$ cat src/rtl/hazard_ctrl.sv
// Pipeline hazard controller: arbitrates memory-busy, load-use and taken-branch
// hazards into PC/IF-ID/ID-EX/back-end controls, with saturating stall/flush counters.
//
// state  | meaning
// RUN    | normal issue; evaluates load-use and branch hazards
// LSTALL | multi-cycle load-use stall in progress (lu_cnt cycles left)
// MWAIT  | data memory busy; pipeline frozen, resumes ret_state

module hazard_ctrl #(
  parameter int LU_CYCLES = 1,
  parameter int CNT_W     = 16
) (
  input  logic             clk_i,
  input  logic             rst_i,
  input  logic [4:0]       id_rs_i,
  input  logic [4:0]       id_rt_i,
  input  logic             id_uses_rt_i,
  input  logic             ex_memread_i,
  input  logic [4:0]       ex_rd_i,
  input  logic             branch_taken_i,
  input  logic             mem_busy_i,
  output logic             pc_write_o,
  output logic             if_id_stall_o,
  output logic             if_id_flush_o,
  output logic             id_ex_bubble_o,
  output logic             be_freeze_o,
  output logic [CNT_W-1:0] stall_cnt_o,
  output logic [CNT_W-1:0] flush_cnt_o
);

  localparam int LCW = $clog2(LU_CYCLES) + 1;

  typedef enum logic [1:0] {
    RUN    = 2'd0,
    LSTALL = 2'd1,
    MWAIT  = 2'd2
  } state_t;

  state_t           state_q, state_d;
  state_t           ret_q, ret_d;
  state_t           eff_state;
  logic [LCW-1:0]   lu_cnt_q, lu_cnt_d;
  logic [CNT_W-1:0] stall_cnt_q, stall_cnt_d;
  logic [CNT_W-1:0] flush_cnt_q, flush_cnt_d;
  logic             lu;

  assign lu = ex_memread_i && (ex_rd_i != 5'd0) &&
              ((ex_rd_i == id_rs_i) || (id_uses_rt_i && (ex_rd_i == id_rt_i)));

  always_comb begin
    state_d        = state_q;
    ret_d          = ret_q;
    lu_cnt_d       = lu_cnt_q;
    stall_cnt_d    = stall_cnt_q;
    flush_cnt_d    = flush_cnt_q;
    pc_write_o     = 1'b1;
    if_id_stall_o  = 1'b0;
    if_id_flush_o  = 1'b0;
    id_ex_bubble_o = 1'b0;
    be_freeze_o    = 1'b0;
    // Leaving MWAIT behaves as the saved state within the same cycle
    eff_state      = (state_q == MWAIT) ? ret_q : state_q;

    if (rst_i) begin
      // IF/ID has no reset of its own, so keep it flushed while in reset
      pc_write_o     = 1'b0;
      if_id_flush_o  = 1'b1;
      id_ex_bubble_o = 1'b1;
      state_d        = RUN;
      ret_d          = RUN;
      lu_cnt_d       = '0;
    end else if (mem_busy_i) begin
      pc_write_o    = 1'b0;
      if_id_stall_o = 1'b1;
      be_freeze_o   = 1'b1;
      if (state_q != MWAIT) begin
        ret_d   = state_q;
        state_d = MWAIT;
      end
    end else begin
      state_d = eff_state;
      if (eff_state == LSTALL) begin
        pc_write_o     = 1'b0;
        if_id_stall_o  = 1'b1;
        id_ex_bubble_o = 1'b1;
        lu_cnt_d       = lu_cnt_q - LCW'(1);
        if (lu_cnt_q == LCW'(1)) state_d = RUN;
      end else if (lu) begin
        pc_write_o     = 1'b0;
        if_id_stall_o  = 1'b1;
        id_ex_bubble_o = 1'b1;
        if (LU_CYCLES > 1) begin
          state_d  = LSTALL;
          lu_cnt_d = LCW'(LU_CYCLES - 1);
        end
      end else if (branch_taken_i) begin
        if_id_flush_o = 1'b1;
      end
    end

    if (rst_i) begin
      stall_cnt_d = '0;
      flush_cnt_d = '0;
    end else begin
      if (if_id_stall_o && !(&stall_cnt_q)) stall_cnt_d = stall_cnt_q + CNT_W'(1);
      if (if_id_flush_o && !(&flush_cnt_q)) flush_cnt_d = flush_cnt_q + CNT_W'(1);
    end
  end

  always_ff @(posedge clk_i) begin
    if (rst_i) begin
      state_q     <= RUN;
      ret_q       <= RUN;
      lu_cnt_q    <= '0;
      stall_cnt_q <= '0;
      flush_cnt_q <= '0;
    end else begin
      state_q     <= state_d;
      ret_q       <= ret_d;
      lu_cnt_q    <= lu_cnt_d;
      stall_cnt_q <= stall_cnt_d;
      flush_cnt_q <= flush_cnt_d;
    end
  end

  assign stall_cnt_o = stall_cnt_q;
  assign flush_cnt_o = flush_cnt_q;

endmodule

$ cat config.mk
export PLATFORM = sky130hd
export DESIGN_NAME = hazard_ctrl
export DESIGN_NICKNAME = d
export VERILOG_FILES = /design/src/rtl/hazard_ctrl.sv
export SDC_FILE = /design/constraint.sdc
export NUM_CORES = 1
export LEC_CHECK = 0
export CAP_MARGIN = 5
export CORE_AREA = 2 2 60 76
export CTS_BUF_LIST = sky130_fd_sc_hd__clkbuf_8
export CTS_CLUSTER_SIZE = 8
export DETAILED_ROUTE_END_ITERATION = 6
export DIE_AREA = 0 0 62 78
export PLACE_DENSITY = 0.84
export REMOVE_ABC_BUFFERS = 1
export SYNTH_ARGS = -nofsm -noshare
export SYNTH_HDL_FRONTEND = slang
export SYNTH_SLANG_ARGS = --single-unit
$ cat constraint.sdc
create_clock -name clk_i -period 2.5 [get_ports clk_i]
set_input_delay 0.25 -clock clk_i [delete_from_list [all_inputs] [get_ports clk_i]]
set_output_delay 0.25 -clock clk_i [all_outputs]
set_load 0.005 [all_outputs]
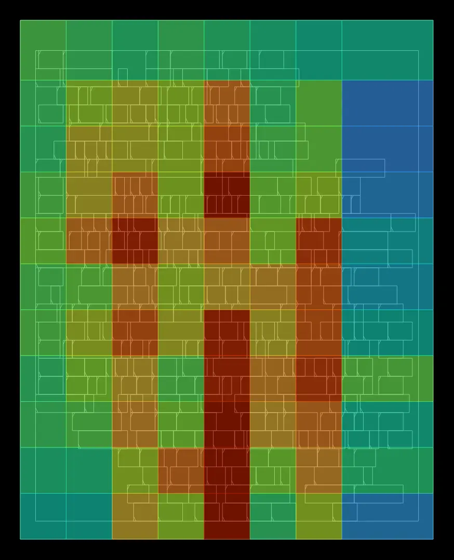
final_congestion.png
M3 GR Usage: 0.05167
GR Layer Usage met2: 0.3740

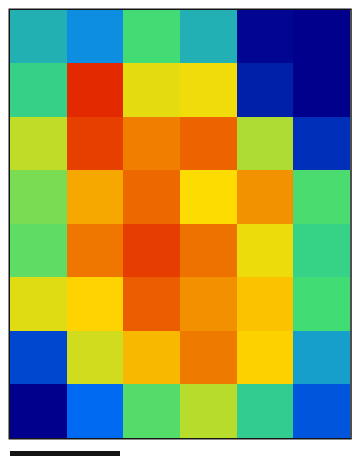
density.png
The bar under the picture is 20 um long. 6 x 8 tiles, from dark blue (low) to red (high), 0 to 100% covered.
densest ninth of the die	centre
emptiest ninth of the die	upper right
nearly empty tiles	8.3%
mean over tiles	57%
tiles over 75% full	35%
fullest tile	95%

==> reports/metrics.yaml <==
core_mm2: 0.004066
buffer_area_frac: 0.2502
placed_area_mm2: 0.002695
drv_slew: 0
comb_share: 0.4134
synth.logic.top_family: "simple AND/OR/NAND/NOR gates"
r2r_cells: 9
ctsResizeCount: 10
final_cells: 374
clk_latency_ns: 0.29
synth-main-ff-cell: "dfxtp_1"
final_cell_mix: "clkdlybuf4s50_1 (53), nor2_1 (40), dfxtp_1 (37), xnor2_1 (28), buf_4 (18)"
top_layer: "met4"
seq-power_mw: 0.604
comb-power_mw: 0.163
synthDistinctLibCells: 41
drive_gt1_frac: 0.1195
hold_depth: 1
cp-end-kind: "primary output"
netlist_instances: 241
dieArea_mm2: 0.004836
path_common_cell: "buf_4"
power_frac_seq: 0.465
warning_count: 25
status: "finished, final reports clean"
clock-sinks: 37
slowest_delay_ns: 0.42
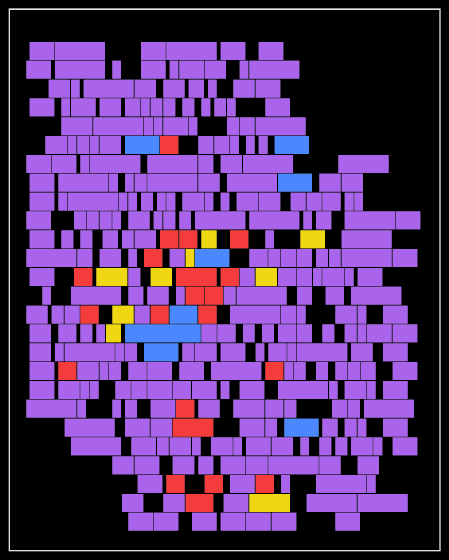
drive_strength.png
size	colour	cells	share
drive 3 to 4	red	21	6.6%
drive 1 or less	purple	280	88%
drive 6 and up	blue	8	2.5%
drive 2	yellow	9	2.8%

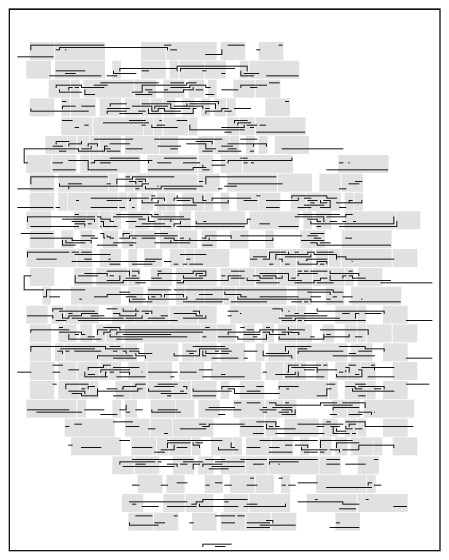
met1.png
nets with wire on the layer	311
share of all routed wire	42%
main direction	horizontal

